===== src/rtl/usb_rx_frame_parser_pkg.sv =====
// Shared types and helpers for the USB RX frame parser: FSM states, status bundle, saturating increment.
// Pure declarations; no logic or latency of its own.
package usb_frame_pkg;

  typedef enum logic [1:0] {
    HUNT    = 2'd0,
    LEN     = 2'd1,
    PAYLOAD = 2'd2,
    CHK     = 2'd3
  } state_e;

  localparam logic [7:0] SYNC_BYTE_DEF = 8'hA5;

  typedef struct packed {
    logic       ok;
    logic [7:0] len;
  } stat_t;

  // Widened to 32 bits so any counter width up to 32 can share one helper.
  function automatic logic [31:0] sat_inc(input logic [31:0] val, input logic [31:0] max_val);
    return (val >= max_val) ? val : val + 32'd1;
  endfunction

endpackage


===== src/rtl/usb_rx_frame_parser_sat_counter.sv =====
// Saturating event counter: holds at all-ones instead of wrapping.
// Count is visible one cycle after inc; no backpressure.
module sat_counter
  import usb_frame_pkg::*;
#(
  parameter int CNT_W = 16
) (
  input  logic             clk,
  input  logic             rst,
  input  logic             inc,
  output logic [CNT_W-1:0] cnt
);

  localparam logic [CNT_W-1:0] CNT_MAX = '1;

  logic [CNT_W-1:0] cnt_q, cnt_d;

  always_comb begin
    cnt_d = cnt_q;
    if (inc) cnt_d = CNT_W'(sat_inc(32'(cnt_q), 32'(CNT_MAX)));
  end

  always_ff @(posedge clk) begin
    if (rst) cnt_q <= '0;
    else     cnt_q <= cnt_d;
  end

  assign cnt = cnt_q;

endmodule


===== src/rtl/usb_rx_frame_parser.sv =====
// Deframes SYNC/LEN/payload/CHK byte stream; payload is cut-through with zero latency, status one cycle after CHK.
// Payload in_ready follows out_ready; the inter-byte timer freezes while downstream stalls a presented byte.
module usb_rx_frame_parser
  import usb_frame_pkg::*;
#(
  parameter logic [7:0] SYNC_BYTE   = SYNC_BYTE_DEF,
  parameter int         TIMEOUT_CYC = 5000000,
  parameter int         CNT_W       = 16
) (
  input  logic             clk,
  input  logic             rst,
  input  logic             in_valid,
  output logic             in_ready,
  input  logic [7:0]       in_data,
  output logic             out_valid,
  input  logic             out_ready,
  output logic [7:0]       out_data,
  output logic             out_last,
  output logic             out_abort,
  output logic             stat_valid,
  output logic             stat_ok,
  output logic [7:0]       stat_len,
  output logic [CNT_W-1:0] frame_cnt,
  output logic [CNT_W-1:0] err_chk_cnt,
  output logic [CNT_W-1:0] err_to_cnt
);

  localparam int              TMR_W    = $clog2(TIMEOUT_CYC + 1);
  localparam logic [TMR_W-1:0] TMR_LAST = TMR_W'(TIMEOUT_CYC - 1);

  state_e           state_q, state_d;
  logic [7:0]       rem_q, rem_d;
  logic [7:0]       xor_q, xor_d;
  logic [7:0]       len_q, len_d;
  logic [TMR_W-1:0] timer_q, timer_d;
  logic             stat_valid_q, stat_valid_d;
  stat_t            stat_q, stat_d;
  logic             abort_q, abort_d;

  logic accept;
  logic stalled;
  logic inc_good, inc_chk, inc_to;

  always_comb begin
    in_ready  = 1'b1;
    out_valid = 1'b0;
    out_data  = in_data;
    out_last  = 1'b0;
    if (state_q == PAYLOAD) begin
      in_ready  = out_ready;
      out_valid = in_valid;
      out_last  = (rem_q == 8'd1);
    end
  end

  assign accept  = in_valid & in_ready;
  assign stalled = (state_q == PAYLOAD) & in_valid & ~out_ready;

  always_comb begin
    state_d      = state_q;
    rem_d        = rem_q;
    xor_d        = xor_q;
    len_d        = len_q;
    timer_d      = timer_q;
    stat_valid_d = 1'b0;
    stat_d       = '{ok: 1'b0, len: stat_q.len};
    abort_d      = 1'b0;
    inc_good     = 1'b0;
    inc_chk      = 1'b0;
    inc_to       = 1'b0;

    unique case (state_q)
      HUNT: begin
        timer_d = '0;
        if (accept && in_data == SYNC_BYTE) state_d = LEN;
      end
      LEN: begin
        if (accept) begin
          timer_d = '0;
          if (in_data == 8'd0) begin
            state_d      = HUNT;
            stat_valid_d = 1'b1;
            stat_d.len   = 8'd0;
            inc_to       = 1'b1;
          end else begin
            state_d = PAYLOAD;
            rem_d   = in_data;
            xor_d   = in_data;
            len_d   = in_data;
          end
        end
      end
      PAYLOAD: begin
        if (accept) begin
          timer_d = '0;
          xor_d   = xor_q ^ in_data;
          rem_d   = rem_q - 8'd1;
          if (rem_q == 8'd1) state_d = CHK;
        end
      end
      CHK: begin
        if (accept) begin
          timer_d      = '0;
          state_d      = HUNT;
          stat_valid_d = 1'b1;
          stat_d.ok    = (in_data == xor_q);
          stat_d.len   = len_q;
          inc_good     = (in_data == xor_q);
          inc_chk      = (in_data != xor_q);
        end
      end
      default: state_d = HUNT;
    endcase

    // An accepted byte always beats expiry; a stalled presented byte holds the timer.
    if (state_q != HUNT && !accept && !stalled) begin
      if (timer_q == TMR_LAST) begin
        state_d      = HUNT;
        timer_d      = '0;
        stat_valid_d = 1'b1;
        stat_d.ok    = 1'b0;
        stat_d.len   = (state_q == LEN) ? 8'd0 : len_q;
        abort_d      = (state_q == PAYLOAD);
        inc_to       = 1'b1;
      end else begin
        timer_d = timer_q + TMR_W'(1);
      end
    end
  end

  always_ff @(posedge clk) begin
    if (rst) begin
      state_q      <= HUNT;
      rem_q        <= '0;
      xor_q        <= '0;
      len_q        <= '0;
      timer_q      <= '0;
      stat_valid_q <= 1'b0;
      stat_q       <= '0;
      abort_q      <= 1'b0;
    end else begin
      state_q      <= state_d;
      rem_q        <= rem_d;
      xor_q        <= xor_d;
      len_q        <= len_d;
      timer_q      <= timer_d;
      stat_valid_q <= stat_valid_d;
      stat_q       <= stat_d;
      abort_q      <= abort_d;
    end
  end

  assign stat_valid = stat_valid_q;
  assign stat_ok    = stat_q.ok;
  assign stat_len   = stat_q.len;
  assign out_abort  = abort_q;

  sat_counter #(.CNT_W(CNT_W)) u_frame_cnt (
    .clk(clk), .rst(rst), .inc(inc_good), .cnt(frame_cnt)
  );

  sat_counter #(.CNT_W(CNT_W)) u_err_chk_cnt (
    .clk(clk), .rst(rst), .inc(inc_chk), .cnt(err_chk_cnt)
  );

  sat_counter #(.CNT_W(CNT_W)) u_err_to_cnt (
    .clk(clk), .rst(rst), .inc(inc_to), .cnt(err_to_cnt)
  );

endmodule


===== config.mk =====
export PLATFORM = sky130hd
export DESIGN_NAME = usb_rx_frame_parser
export DESIGN_NICKNAME = d
export VERILOG_FILES = /design/src/rtl/usb_rx_frame_parser_pkg.sv /design/src/rtl/usb_rx_frame_parser_sat_counter.sv /design/src/rtl/usb_rx_frame_parser.sv
export SDC_FILE = /design/constraint.sdc
export NUM_CORES = 1
export LEC_CHECK = 0
export CAP_MARGIN = 25
export CORE_AREA = 2 2 102 104
export DETAILED_ROUTE_END_ITERATION = 12
export DIE_AREA = 0 0 104 106
export PLACE_DENSITY_LB_ADDON = 0.25
export SLEW_MARGIN = 20
export SYNTH_ARGS = -nofsm -noshare
export SYNTH_HDL_FRONTEND = slang
export SYNTH_HIERARCHICAL = 1
export SYNTH_SLANG_ARGS = --single-unit

===== constraint.sdc =====
create_clock -name clk -period 6.8 [get_ports clk]
set_input_delay 1.36 -clock clk [delete_from_list [all_inputs] [get_ports clk]]
set_output_delay 1.36 -clock clk [all_outputs]
set_load 0.1 [all_outputs]

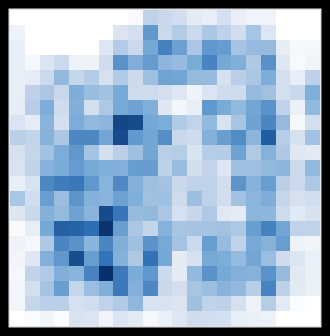
route_heat.png
21 x 21 tiles, from white (low) to dark blue (high), scaled to the fullest tile. Values are wire area over tile area, all layers added.
fullest tile	0.59
tiles over half the peak	20%
nearly empty tiles	7.0%
emptiest ninth of the die	north-west
mean over tiles	0.19

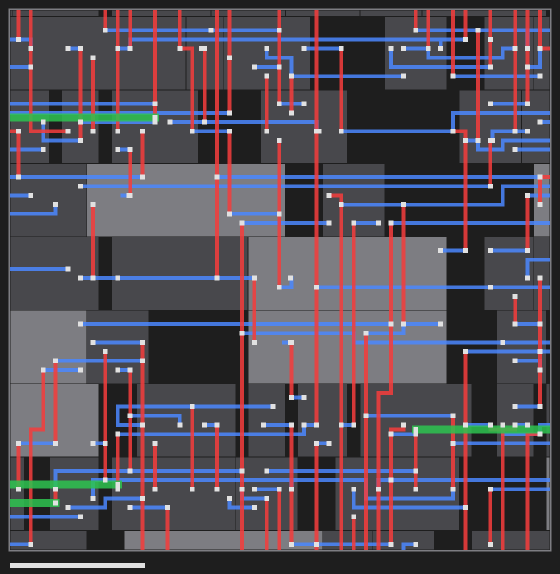
closeup.png
The bar under the picture is 5 um long. Window x 68 to 88, y 70 to 90 um. Cells in grey, sequential cells in the stronger grey; small squares are vias.
colour	layer
green	M3
red	M2
blue	M1
netlist names of flops here include	u_err_to_cnt/cnt (2), u_err_chk_cnt/cnt (1)
most frequent	dfxtp_1 (3)
sequential cells in the window	3
cells with their middle in the window	30

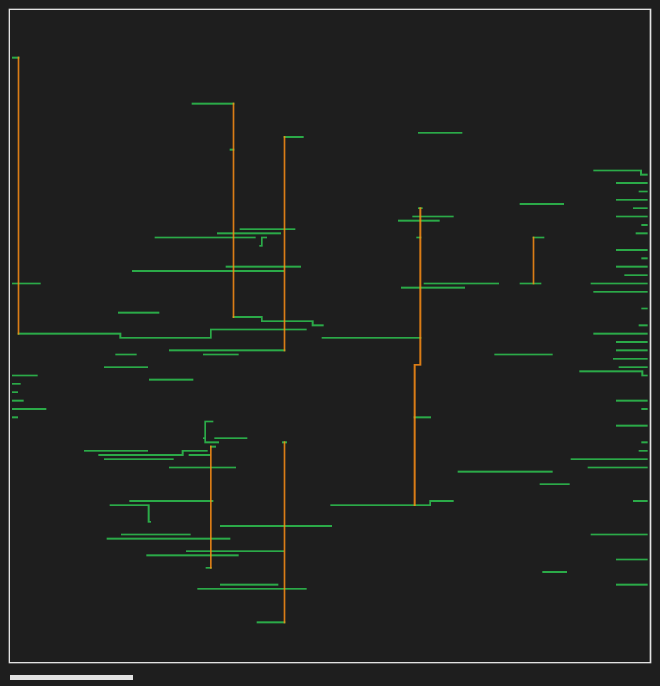
layers.png
The bar under the picture is 20 um long. Only two layers are drawn.
colour	layer	wire length
green	M3	695 um
orange	M4	220 um

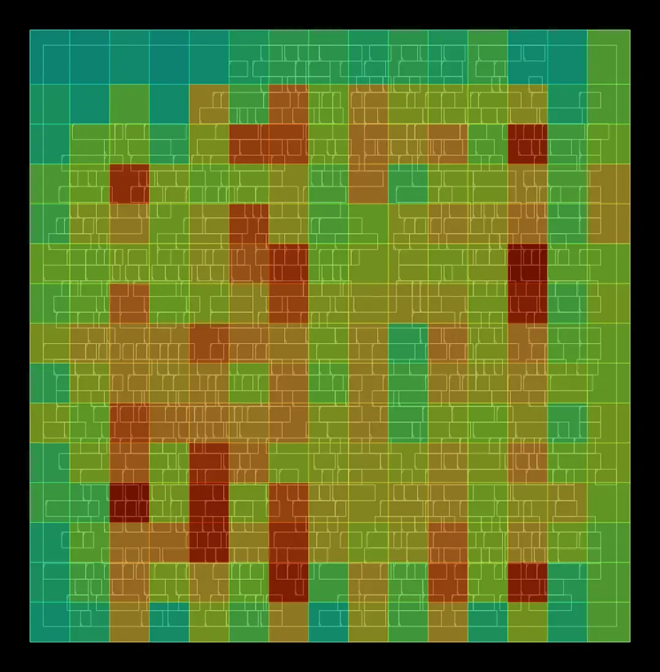
congestion_map.png
met2 Use GR: 39.00%
drt wl/cell: 15.67 um
busiest grt layer: met2

==> impl_metrics.json <==
{
  "status": "completed",
  "globalRouteMet1Util_pct": 30.59,
  "tool_warning_count": 27,
  "clkTransAtPathRegs_ps": 100,
  "cts_buffers": 9,
  "post-synth-top-area-cell": "sky130_fd_sc_hd__dfxtp_1",
  "worst_setup_path_endpoint": "out_valid",
  "pwr.group.clock_w": 0.000410,
  "die_w_um": 104,
  "drt_wl_total_um": 13170,
  "maxClockFrequency_mhz": 203.9,
  "timing.clock.skew_ps": 12.62,
  "firstDrtPassIters": 5,
  "dieHeight_um": 106,
  "seq_cell_count": 108,
  "worst-slew-pin-transition_ps": 1029,
  "synth.cell_area_um2": 5675,
  "layout.non_clock_inverters": 17,
  "critical_path_class": "in -> out",
  "worst_hold_path.num_cells": 2,
  "seq-power_w": 0.000632,
  "met3_length_um": 695,
  "tritoncts": "built",
  "yosys_most_used_dff": "sky130_fd_sc_hd__dfxtp_1",
  "placement.cell_area_um2": 6445,
  "net-switching-power_w": 0.0002596,
  "design.portCount": 82,
  "setup_slack_ps": 1896,
  "floorplan.rows": 37,
  "finish.utilization_pct": 66.57,
  "seqAreaFraction_pct": 32.48,
  "timing.max_cap.violations": 0,
  "synth_nets": 663,
  "routed.top_layer": "met4",
  "synth-xor-area-share_pct": 4.630,
  "reg2regPathDepth": 9,
  "clock_buffer_count": 11,
  "comb_area_um2": 3202,
  "crit_path_cell_trace": "clkdlybuf4s50_1, inv_1, nor2_1, clkdlybuf4s50_1"
}
